--- config.mk ---
export PLATFORM = sky130hd
export DESIGN_NAME = demux_1to2_flat
export DESIGN_NICKNAME = d
export VERILOG_FILES = /design/src/rtl/demux_1to2_if.sv /design/src/rtl/demux_1to2.sv /design/src/flat_wrapper.sv
export SDC_FILE = /design/constraint.sdc
export NUM_CORES = 1
export LEC_CHECK = 0
export CORE_UTILIZATION = 48
export DETAILED_ROUTE_END_ITERATION = 8
export PLACE_DENSITY = 0.83
export SYNTH_ARGS = -nofsm -noshare
export SYNTH_HDL_FRONTEND = slang
export SYNTH_SLANG_ARGS = --single-unit
--- constraint.sdc ---
create_clock -name clk -period 3 [get_ports clk]
set_clock_uncertainty 0.1 [all_clocks]
set_input_delay 0.45 -clock clk [delete_from_list [all_inputs] [get_ports clk]]
set_output_delay 0.45 -clock clk [all_outputs]
set_load 0.005 [all_outputs]
--- src/rtl/demux_1to2_if.sv ---
// Valid/ready stream with packet framing, shared by the demux input and both outputs.
// The master drives data/valid/last; the slave answers with ready.
interface demux_1to2_if #(
   parameter int unsigned W = 8
);
   logic [W-1:0] data;
   logic         valid;
   logic         last;
   logic         ready;

   modport master (output data, output valid, output last, input ready);
   modport slave  (input data, input valid, input last, output ready);
endinterface

--- src/rtl/demux_1to2.sv ---
// Packet-aware 1-to-2 stream demultiplexer with a one-beat register per output.
// The route is taken from s on a packet's first beat and held until its last beat.
module demux_1to2 #(
   parameter int unsigned W = 8
) (
   input  logic         clk,
   input  logic         rst,
   input  logic         s,
   demux_1to2_if.slave  d,
   demux_1to2_if.master z0,
   demux_1to2_if.master z1,
   output logic [7:0]   cnt0,
   output logic [7:0]   cnt1,
   output logic         busy
);

   localparam logic StIdle = 1'b0;
   localparam logic StPkt  = 1'b1;

   logic         state_q, state_d;
   logic         sel_q, sel_d;
   logic         route;
   logic         accept;
   logic         load0, load1;
   logic         drain0, drain1;

   logic [W-1:0] z0_data_q, z0_data_d;
   logic         z0_valid_q, z0_valid_d;
   logic         z0_last_q, z0_last_d;
   logic [W-1:0] z1_data_q, z1_data_d;
   logic         z1_valid_q, z1_valid_d;
   logic         z1_last_q, z1_last_d;
   logic [7:0]   cnt0_q, cnt0_d;
   logic [7:0]   cnt1_q, cnt1_d;

   // Ready looks only at the routed output so a stalled sibling never blocks us.
   assign route   = (state_q == StPkt) ? sel_q : s;
   assign d.ready = route ? (!z1_valid_q || z1.ready) : (!z0_valid_q || z0.ready);
   assign accept  = d.valid && d.ready;
   assign load0   = accept && !route;
   assign load1   = accept && route;
   assign drain0  = z0_valid_q && z0.ready;
   assign drain1  = z1_valid_q && z1.ready;

   always_comb begin
      state_d = state_q;
      sel_d   = sel_q;
      if (accept) begin
         if (state_q == StIdle) begin
            if (!d.last) begin
               state_d = StPkt;
               sel_d   = s;
            end
         end else if (d.last) begin
            state_d = StIdle;
         end
      end
   end

   always_comb begin
      z0_data_d  = z0_data_q;
      z0_last_d  = z0_last_q;
      z0_valid_d = z0_valid_q;
      if (drain0) begin
         z0_valid_d = 1'b0;
      end
      if (load0) begin
         z0_data_d  = d.data;
         z0_last_d  = d.last;
         z0_valid_d = 1'b1;
      end
   end

   always_comb begin
      z1_data_d  = z1_data_q;
      z1_last_d  = z1_last_q;
      z1_valid_d = z1_valid_q;
      if (drain1) begin
         z1_valid_d = 1'b0;
      end
      if (load1) begin
         z1_data_d  = d.data;
         z1_last_d  = d.last;
         z1_valid_d = 1'b1;
      end
   end

   // Packets are counted as their final beat leaves, wrapping naturally at 8 bits.
   always_comb begin
      cnt0_d = cnt0_q;
      cnt1_d = cnt1_q;
      if (drain0 && z0_last_q) begin
         cnt0_d = cnt0_q + 8'd1;
      end
      if (drain1 && z1_last_q) begin
         cnt1_d = cnt1_q + 8'd1;
      end
   end

   always_ff @(posedge clk or posedge rst) begin
      if (rst) begin
         state_q    <= StIdle;
         sel_q      <= 1'b0;
         z0_data_q  <= '0;
         z0_valid_q <= 1'b0;
         z0_last_q  <= 1'b0;
         z1_data_q  <= '0;
         z1_valid_q <= 1'b0;
         z1_last_q  <= 1'b0;
         cnt0_q     <= 8'd0;
         cnt1_q     <= 8'd0;
      end else begin
         state_q    <= state_d;
         sel_q      <= sel_d;
         z0_data_q  <= z0_data_d;
         z0_valid_q <= z0_valid_d;
         z0_last_q  <= z0_last_d;
         z1_data_q  <= z1_data_d;
         z1_valid_q <= z1_valid_d;
         z1_last_q  <= z1_last_d;
         cnt0_q     <= cnt0_d;
         cnt1_q     <= cnt1_d;
      end
   end

   assign z0.data  = z0_data_q;
   assign z0.valid = z0_valid_q;
   assign z0.last  = z0_last_q;
   assign z1.data  = z1_data_q;
   assign z1.valid = z1_valid_q;
   assign z1.last  = z1_last_q;
   assign cnt0     = cnt0_q;
   assign cnt1     = cnt1_q;
   assign busy     = (state_q == StPkt);

endmodule

--- src/flat_wrapper.sv ---
// flat-port wrapper written by rule: the top's interface ports become plain ports
module demux_1to2_flat 
#(
   parameter int unsigned W = 8
)
  (clk, rst, s, cnt0, cnt1, busy, d_data, d_valid, d_last, d_ready, z0_data, z0_valid, z0_last, z0_ready, z1_data, z1_valid, z1_last, z1_ready);
  demux_1to2_if #(.W(W)) d_i ();
  demux_1to2_if #(.W(W)) z0_i ();
  demux_1to2_if #(.W(W)) z1_i ();
  input  logic clk;
  input  logic rst;
  input  logic s;
  output logic [7:0] cnt0;
  output logic [7:0] cnt1;
  output logic busy;
  input wire logic [$bits(d_i.data)-1:0] d_data;
  input wire logic [$bits(d_i.valid)-1:0] d_valid;
  input wire logic [$bits(d_i.last)-1:0] d_last;
  output wire logic [$bits(d_i.ready)-1:0] d_ready;
  output wire logic [$bits(z0_i.data)-1:0] z0_data;
  output wire logic [$bits(z0_i.valid)-1:0] z0_valid;
  output wire logic [$bits(z0_i.last)-1:0] z0_last;
  input wire logic [$bits(z0_i.ready)-1:0] z0_ready;
  output wire logic [$bits(z1_i.data)-1:0] z1_data;
  output wire logic [$bits(z1_i.valid)-1:0] z1_valid;
  output wire logic [$bits(z1_i.last)-1:0] z1_last;
  input wire logic [$bits(z1_i.ready)-1:0] z1_ready;
  assign d_i.data = d_data;
  assign d_i.valid = d_valid;
  assign d_i.last = d_last;
  assign d_ready = d_i.ready;
  assign z0_data = z0_i.data;
  assign z0_valid = z0_i.valid;
  assign z0_last = z0_i.last;
  assign z0_i.ready = z0_ready;
  assign z1_data = z1_i.data;
  assign z1_valid = z1_i.valid;
  assign z1_last = z1_i.last;
  assign z1_i.ready = z1_ready;
  demux_1to2 #(.W(W)) u_core (.clk(clk), .rst(rst), .s(s), .d(d_i), .z0(z0_i), .z1(z1_i), .cnt0(cnt0), .cnt1(cnt1), .busy(busy));
endmodule
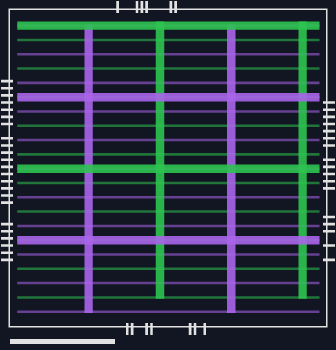
run_1/floorplan.png
Scale bar: 20 um. Pins as bars on the die edge.
VSS -> purple
VDD -> green
met4 straps = 4
met5 straps = 4
signal pins = 53
met1 rails = 21
CORE AREA: 0.003128 mm^2
die width: 60.10 um

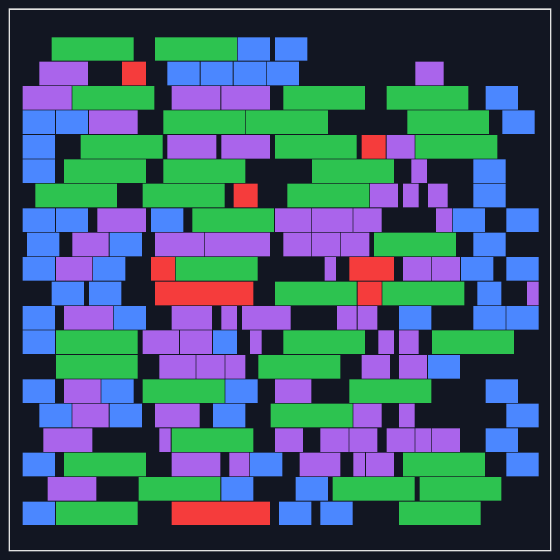
run_1/class_map.png
remaining buffers and delay cells -> blue  # cells 54, share of their area 24%
clock drivers and dummy loads -> red  # cells 8, share of their area 5.0%
registers -> green  # cells 38, share of their area 43%
remaining logic cells -> purple  # cells 65, share of their area 29%
Seq area share: 41.48%
design area: 0.002292 mm^2
number of placement rows: 20

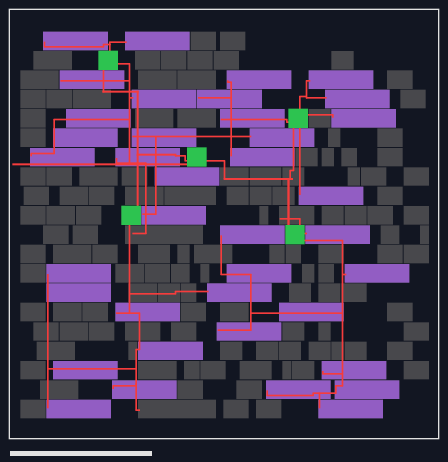
run_1/clock_wires.png
Scale bar: 20 um.
flip-flops -> purple  # count 38
clock wires -> red  # length 416 um
clock-net drivers -> green  # count 5
routed clock nets = 6
Clock group: 448 uW
worst skew pair latency: 340 ps
Clock power frac: 20.8%

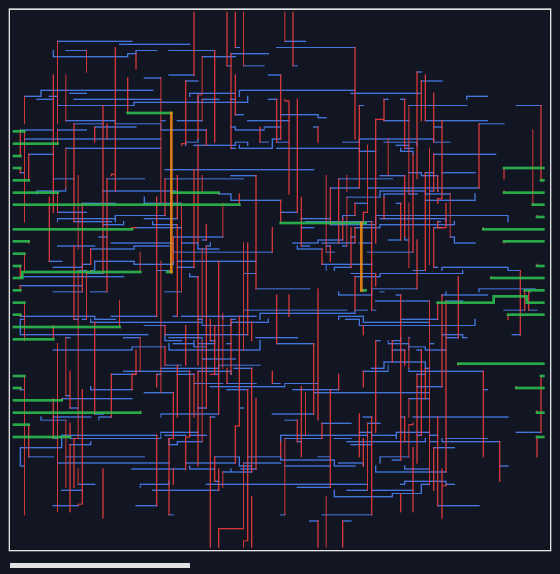
run_1/layers.png
Scale bar: 20 um.
M2 -> red  # wire length 1400 um
M1 -> blue  # wire length 1370 um
M3 -> green  # wire length 199 um
M4 -> orange  # wire length 25.2 um
Tot GR Track Use: 19.12%
DRT Wirelength: 2997 um

==> flow_metrics.env, run 1 <==
# flow metrics
export IMPL_h_tree_depth=2
export IMPL_cts_setup_buffers=0
export IMPL_n_all_inverters=1
export IMPL_crit_type="in -> out"
export IMPL_area_growth_pct=41.47
export IMPL_clkSinkCount=38
export IMPL_synthDistinctLibCells=21
export IMPL_leakage_uw=0.001062
export IMPL_ys_async_sr_fraction_pct=100.0
export IMPL_grt_pass1_vias=1142
export IMPL_p_total_uw=2157
export IMPL_edf_count=0
export IMPL_finalNonFillerCells=209
export IMPL_largestClassByArea="flip-flops and latches"
export IMPL_syn_inst=107
export IMPL_ctsHoldBuffers=0
export IMPL_lay_top_count="clkdlybuf4s50_1"
export IMPL_ys_area_mm2=0.001620
export IMPL_cpMostUsedCell="clkdlybuf4s50_1"
export IMPL_top_cells_by_area="dfrtp_1 59%, mux2_4 13%, mux2_2 4.9%"
export IMPL_p_comb_uw=839
export IMPL_synthTopCellsByCount="38 x dfrtp_1, 14 x mux2_4, 8 x xnor2_1"
export IMPL_vias=1030
export IMPL_hpwl_um=2179
export IMPL_hold_viol_final=0
export IMPL_grt_use_met3_pct=6.277
export IMPL_top_cell_area_share_pct=58.69
export IMPL_setup_viol=0
export IMPL_slew_limit_headroom_pct=68.80
export IMPL_cts_resized=0
export IMPL_seqPwrFrac_pct=40.4
export IMPL_critPathRequiredTime_ps=2450
export IMPL_fill_cells=217
export IMPL_rsz0062_at_grt="false"
export IMPL_comb_multi_input_count=64
export IMPL_fmax_mhz=396.3
export IMPL_maxCapViolCount=0
export IMPL_antenna_left=0
export IMPL_most_common_layout_cells="52 x clkdlybuf4s50_1, 38 x dfrtp_1, 14 x mux2_4"
export IMPL_dr_pass1_iters=4
export IMPL_cts_tree="built"
export IMPL_aoi_share_pct=1.622
export IMPL_syn_cell_area_mm2=0.001620
export IMPL_antenna_cells=0
export IMPL_use_met2_pct=31.08
export IMPL_comb_share_pct=27.73
export IMPL_overflow=0
export IMPL_avgViaCountPerCell=4.928
export IMPL_switchingPower_uw=566.4
export IMPL_dpl_instance_area_mm2=0.002181
export IMPL_p_sw_share_pct=26.26
export IMPL_wl_per_cell_um=14.34
export IMPL_ff_count=38
export IMPL_cp_slowest_cell="clkdlybuf4s50_1"
export IMPL_worstPathArrival_ps=1970
export IMPL_n_tap_cell=44
export IMPL_met2_length_um=1399
export IMPL_cts_root_buf="clkbuf_4"
export IMPL_topRoutingLayerUsed="met4"
export IMPL_crit_fanout=3
export IMPL_drive_gt1_share_pct=21.82
export IMPL_drt_initial_drc_count=25
export IMPL_use_met1_pct=24.44
export IMPL_avgSynthCellArea_um2=15.14
export IMPL_synthSimpleGateAreaFrac_pct=9.112
export IMPL_port_buffers=52
export IMPL_outcome="finished, final reports clean"
export IMPL_postSynthSeqShare_pct=58.69
export IMPL_dp_cells=201
export IMPL_antenna_found_initial=0
export IMPL_nNonClkBuffers=54
export IMPL_drc=0
export IMPL_synth_nets=124
export IMPL_comb_area_um2=635.6
export IMPL_powerDensity_mw_per_mm2=941.0
export IMPL_rr_endpoint="u_core.sel_q"
export IMPL_grt_pass1_wl_um=5037
export IMPL_hold_end="u_core.cnt0[7]"
export IMPL_worstSetupStartpoint="s"
export IMPL_critPathTopFamily="buffers and inverters"
export IMPL_layout_nets=181
export IMPL_endpoint_kind="primary output"
export IMPL_synthTopLogicFamily="multiplexers"
export IMPL_hold_depth=1
export IMPL_pin_count=53
export IMPL_cp_start_kind="primary input"
export IMPL_route_met3_wl_um=198
export IMPL_clkTransAtPathRegs_ps=110
export IMPL_warning_count=26
export IMPL_buf_share_pct=23.36
export IMPL_finalSetupTns_ps=0
export IMPL_crit_cells=4
export IMPL_clkCellAreaFrac_pct=4.858
export IMPL_fp_util_pct=51.80
export IMPL_ff_type="dfrtp_1"
export IMPL_ys_sh_adder_pct=1.544
export IMPL_cts_buffers=5
export IMPL_reg2reg_slack_ps=1250
export IMPL_ys_warnings_count=0
export IMPL_synth_flops=38
export IMPL_pg_seq_uw=871
export IMPL_hold_ws_ps=386.8
export IMPL_top_usage_layer="met2"
export IMPL_die_area_mm2=0.003612
export IMPL_pre_cts_slack_ps=477.4
export IMPL_cts_buffer_depth=2
export IMPL_yosys_area_share_xor_xnor_pct=7.568
export IMPL_ys_cells=107
export IMPL_nClkBuffers=6
export IMPL_most_common_cell="dfrtp_1"
export IMPL_hold_path_startpoint="u_core.cnt0[7]"
export IMPL_finalCritPeriodShare_pct=84.11
export IMPL_endpoint="d_ready"
export IMPL_register_area_um2=950.9
export IMPL_rr_worst_depth=4
export IMPL_p_int_uw=1591
export IMPL_fin_ws_ps=476.6
export IMPL_tightest_slew_ps=467.9
export IMPL_ir_drop_uv=512.4
export IMPL_power_leader="registers"
export IMPL_grt_max_degree=39
export IMPL_comb_power_share_pct=38.9
export IMPL_worstReg2RegStart="u_core.busy"
export IMPL_gp_congestion=0.8104
export IMPL_path_buffers=2
export IMPL_slowest_delay_ps=440
export IMPL_hp_class="reg -> reg"
export IMPL_drv_slew=0
export IMPL_cp_cell_sequence="clkdlybuf4s50_1, mux2i_2, mux2_2, clkdlybuf4s50_1"
export IMPL_synth_area_leader_cell="dfrtp_1"
export IMPL_synth_mux_area_fraction_pct=19.38
==> inputs of run 2 (changes only) <==
--- a/config.mk
+++ b/config.mk
@@ -5,9 +5,9 @@
 export SDC_FILE = /design/constraint.sdc
 export NUM_CORES = 1
 export LEC_CHECK = 0
-export CORE_UTILIZATION = 48
+export CORE_UTILIZATION = 45
 export DETAILED_ROUTE_END_ITERATION = 8
-export PLACE_DENSITY = 0.83
+export PLACE_DENSITY = 0.79
 export SYNTH_ARGS = -nofsm -noshare
 export SYNTH_HDL_FRONTEND = slang
 export SYNTH_SLANG_ARGS = --single-unit
==> constraint.sdc (replaced) <==
create_clock -name clk -period 2.5 [get_ports clk]
set_clock_uncertainty 0.1 [all_clocks]
set_input_delay 0.375 -clock clk [delete_from_list [all_inputs] [get_ports clk]]
set_output_delay 0.375 -clock clk [all_outputs]
set_load 0.005 [all_outputs]
==> run 2 against run 1 <==
- flip-flop count unchanged
- critical path depth decreased by 1
- first-iteration DRC count rose by 12%
- combinational power increased by about 20%
- register-to-register slack got worse by 530 ps
- wire length increased by 1.7%
- non-clock buffer count stayed put
- power rose by 14%
- setup slack got worse by 410 ps
- largest cell class unchanged
==> flow_metrics.env, run 2 <==
# flow metrics
export IMPL_hold_viol_final=0
export IMPL_n_all_inverters=1
export IMPL_clkTransAtPathRegs_ps=120
export IMPL_die_area_mm2=0.003845
export IMPL_powerDensity_mw_per_mm2=1090
export IMPL_leakage_uw=0.001049
export IMPL_ys_area_mm2=0.001620
export IMPL_syn_cell_area_mm2=0.001620
export IMPL_hpwl_um=2176
export IMPL_ys_sh_adder_pct=1.544
export IMPL_drive_gt1_share_pct=21.82
export IMPL_cts_buffer_depth=2
export IMPL_critPathTopFamily="multiplexers"
export IMPL_ff_type="dfrtp_1"
export IMPL_switchingPower_uw=688.7
export IMPL_rows=21
export IMPL_maxCapViolCount=0
export IMPL_crit_cells=3
export IMPL_grt_total_usage_pct=17.57
export IMPL_synthDistinctLibCells=21
export IMPL_top_usage_layer="met2"
export IMPL_area_growth_pct=39.54
export IMPL_synthTopCellsByCount="38 x dfrtp_1, 14 x mux2_4, 8 x xnor2_1"
export IMPL_postSynthSeqShare_pct=58.69
export IMPL_antenna_cells=0
export IMPL_comb_area_um2=635.6
export IMPL_h_tree_depth=2
export IMPL_rsz0062_at_grt="false"
export IMPL_worstSetupStartpoint="u_core.busy"
export IMPL_p_int_uw=1776
export IMPL_syn_inst=107
export IMPL_cp_slowest_cell="dfrtp_1"
export IMPL_dr_pass1_iters=3
export IMPL_slew_limit_headroom_pct=69.03
export IMPL_rr_worst_depth=4
export IMPL_grt_pass1_vias=1025
export IMPL_synth_area_leader_cell="dfrtp_1"
export IMPL_ctsHoldBuffers=0
export IMPL_synthSimpleGateAreaFrac_pct=9.112
export IMPL_cts_buffers=5
export IMPL_hp_class="in -> async"
export IMPL_buf_share_pct=23.69
export IMPL_pg_seq_uw=1040
export IMPL_gp_congestion=0.7176
export IMPL_power_leader="registers"
export IMPL_cts_resized=0
export IMPL_topRoutingLayerUsed="met4"
export IMPL_worstPathArrival_ps=1960
export IMPL_dp_cells=203
export IMPL_register_area_um2=950.9
export IMPL_ys_cells=107
export IMPL_reg2reg_slack_ps=720
export IMPL_finalSetupTns_ps=0
export IMPL_synth_flops=38
export IMPL_seq_share_pct=42.06
export IMPL_finalNonFillerCells=211
export IMPL_synthTopLogicFamily="multiplexers"
export IMPL_ys_warnings_count=0
export IMPL_p_clk_uw=411
export IMPL_hold_ws_ps=322.5
export IMPL_antenna_left=0
export IMPL_yosys_area_share_xor_xnor_pct=7.568
export IMPL_top_cells_by_area="dfrtp_1 59%, mux2_4 13%, mux2_2 4.9%"
export IMPL_setup_viol=0
export IMPL_critPathRequiredTime_ps=2030
export IMPL_finalCritPeriodShare_pct=97.28
export IMPL_aoi_share_pct=1.622
export IMPL_layout_nets=181
export IMPL_fin_ws_ps=67.95
export IMPL_ir_drop_uv=562.7
export IMPL_p_total_uw=2465
export IMPL_grt_pass1_wl_um=4671
export IMPL_clkSinkCount=38
export IMPL_largestClassByArea="flip-flops and latches"
export IMPL_grt_max_degree=39
export IMPL_crit_fanout=4
export IMPL_core_mm2=0.003390
export IMPL_cts_root_buf="clkbuf_4"
export IMPL_cp_cell_sequence="mux2i_2, mux2_2, clkdlybuf4s50_1"
export IMPL_port_buffers=52
export IMPL_comb_multi_input_count=64
export IMPL_endpoint_kind="primary output"
export IMPL_nNonClkBuffers=54
export IMPL_crit_type="reg -> out"
export IMPL_route_met3_wl_um=243
export IMPL_fmax_mhz=411.2
export IMPL_nClkBuffers=5
export IMPL_use_met2_pct=28.27
export IMPL_seqPwrFrac_pct=42.4
export IMPL_design_area_mm2=0.002261
export IMPL_lay_top_count="clkdlybuf4s50_1"
export IMPL_outcome="finished, final reports clean"
export IMPL_n_tap_cell=46
export IMPL_path_buffers=1
export IMPL_wl_um=3047
export IMPL_pin_count=53
export IMPL_endpoint="d_ready"
export IMPL_met2_length_um=1420
export IMPL_overflow=0
export IMPL_top_cell_area_share_pct=58.69
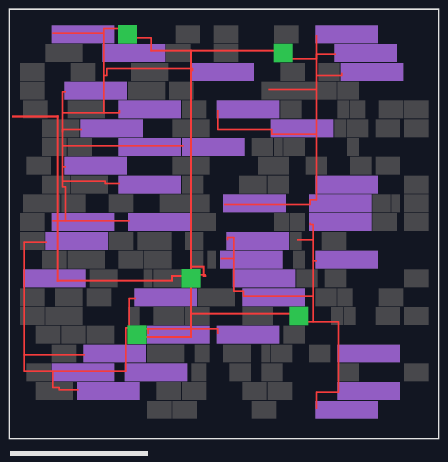
run_2/clock_wires.png
Scale bar: 20 um.
worst skew pair latency: 350 ps
Clock power frac: 16.7%

==> inputs of run 3 (changes only) <==
--- a/config.mk
+++ b/config.mk
@@ -8,6 +8,7 @@
 export CORE_UTILIZATION = 45
 export DETAILED_ROUTE_END_ITERATION = 8
 export PLACE_DENSITY = 0.79
+export SLEW_MARGIN = 40
 export SYNTH_ARGS = -nofsm -noshare
 export SYNTH_HDL_FRONTEND = slang
 export SYNTH_SLANG_ARGS = --single-unit
==> run 3 against run 2 <==
- synthesized area unchanged
- clock power about the same
- die size is the same
- critical endpoint unchanged
- sequential power about the same
- largest power group unchanged
- setup slack is the same
- cell count stayed put
==> flow_metrics.env, run 3 <==
# flow metrics
export IMPL_outcome="finished, final reports clean"
export IMPL_reg2reg_slack_ps=720
export IMPL_port_buffers=52
export IMPL_yosys_area_share_xor_xnor_pct=7.568
export IMPL_cp_cell_sequence="mux2i_2, mux2_2, clkdlybuf4s50_1"
export IMPL_pg_seq_uw=1040
export IMPL_h_tree_depth=2
export IMPL_p_total_uw=2465
export IMPL_synthDistinctLibCells=21
export IMPL_insertion_delay_ps=350
export IMPL_cts_buffers=5
export IMPL_finalCritPeriodShare_pct=97.28
export IMPL_crit_type="reg -> out"
export IMPL_power_frac_clock_pct=16.7
export IMPL_n_tap_cell=46
export IMPL_met2_length_um=1420
export IMPL_power_leader="registers"
export IMPL_rr_worst_depth=4
export IMPL_die_area_mm2=0.003845
export IMPL_maxCapViolCount=0
export IMPL_dp_cells=203
export IMPL_aoi_share_pct=1.622
export IMPL_fin_ws_ps=67.95
export IMPL_syn_inst=107
export IMPL_clkTransAtPathRegs_ps=120
export IMPL_buf_share_pct=23.69
export IMPL_endpoint_kind="primary output"
export IMPL_hp_class="in -> async"
export IMPL_ys_sh_adder_pct=1.544
export IMPL_register_area_um2=950.9
export IMPL_cts_resized=0
export IMPL_top_cells_by_area="dfrtp_1 59%, mux2_4 13%, mux2_2 4.9%"
export IMPL_comb_area_um2=635.6
export IMPL_use_met2_pct=28.27
export IMPL_path_buffers=1
export IMPL_grt_pass1_vias=1025
export IMPL_switchingPower_uw=688.7
export IMPL_lay_top_count="clkdlybuf4s50_1"
export IMPL_gp_congestion=0.7176
export IMPL_seqPwrFrac_pct=42.4
export IMPL_wl_um=3047
export IMPL_ctsHoldBuffers=0
export IMPL_cts_buffer_depth=2
export IMPL_setup_viol=0
export IMPL_comb_multi_input_count=64
export IMPL_ff_type="dfrtp_1"
export IMPL_dr_pass1_iters=3
export IMPL_critPathRequiredTime_ps=2030
export IMPL_design_area_mm2=0.002261
export IMPL_crit_fanout=4
export IMPL_p_clk_uw=411
export IMPL_cts_root_buf="clkbuf_4"
export IMPL_worstSetupStartpoint="u_core.busy"
export IMPL_n_all_inverters=1
export IMPL_nNonClkBuffers=54
export IMPL_hpwl_um=2176
export IMPL_antenna_left=0
export IMPL_grt_total_usage_pct=17.57
export IMPL_endpoint="d_ready"
export IMPL_powerDensity_mw_per_mm2=1090
export IMPL_fmax_mhz=411.2
export IMPL_cp_slowest_cell="dfrtp_1"
export IMPL_top_usage_layer="met2"
export IMPL_antenna_cells=0
export IMPL_area_growth_pct=39.54
export IMPL_grt_pass1_wl_um=4671
export IMPL_hold_viol_final=0
export IMPL_nClkBuffers=5
export IMPL_finalSetupTns_ps=0
export IMPL_syn_cell_area_mm2=0.001620
export IMPL_layout_nets=181
export IMPL_largestClassByArea="flip-flops and latches"
export IMPL_ir_drop_uv=562.7
export IMPL_route_met3_wl_um=243
export IMPL_synth_flops=38
export IMPL_leakage_uw=0.001049
export IMPL_rsz0062_at_grt="false"
export IMPL_top_cell_area_share_pct=58.69
export IMPL_drive_gt1_share_pct=21.82
export IMPL_synthTopCellsByCount="38 x dfrtp_1, 14 x mux2_4, 8 x xnor2_1"
export IMPL_synthSimpleGateAreaFrac_pct=9.112
export IMPL_critPathTopFamily="multiplexers"
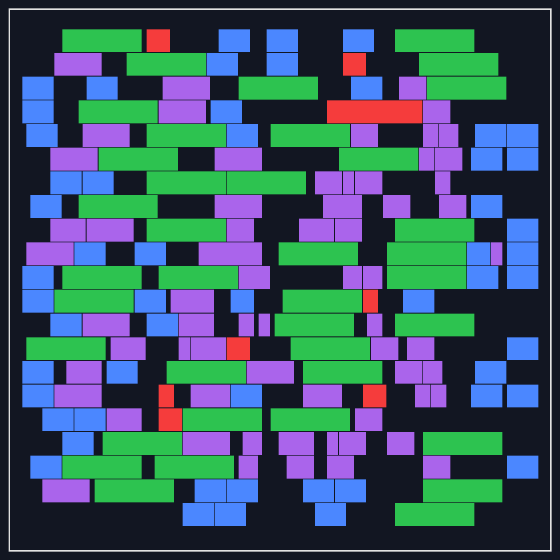
run_3/class_map.png
remaining buffers and delay cells -> blue  # cells 54, share of their area 24%
registers -> green  # cells 38, share of their area 43%
clock drivers and dummy loads -> red  # cells 8, share of their area 3.5%
remaining logic cells -> purple  # cells 65, share of their area 29%
number of placement rows: 21
CORE AREA: 0.003390 mm^2
Seq area share: 42.06%
post-layout util: 66.70%

Power and IR drop assume default switching activity.
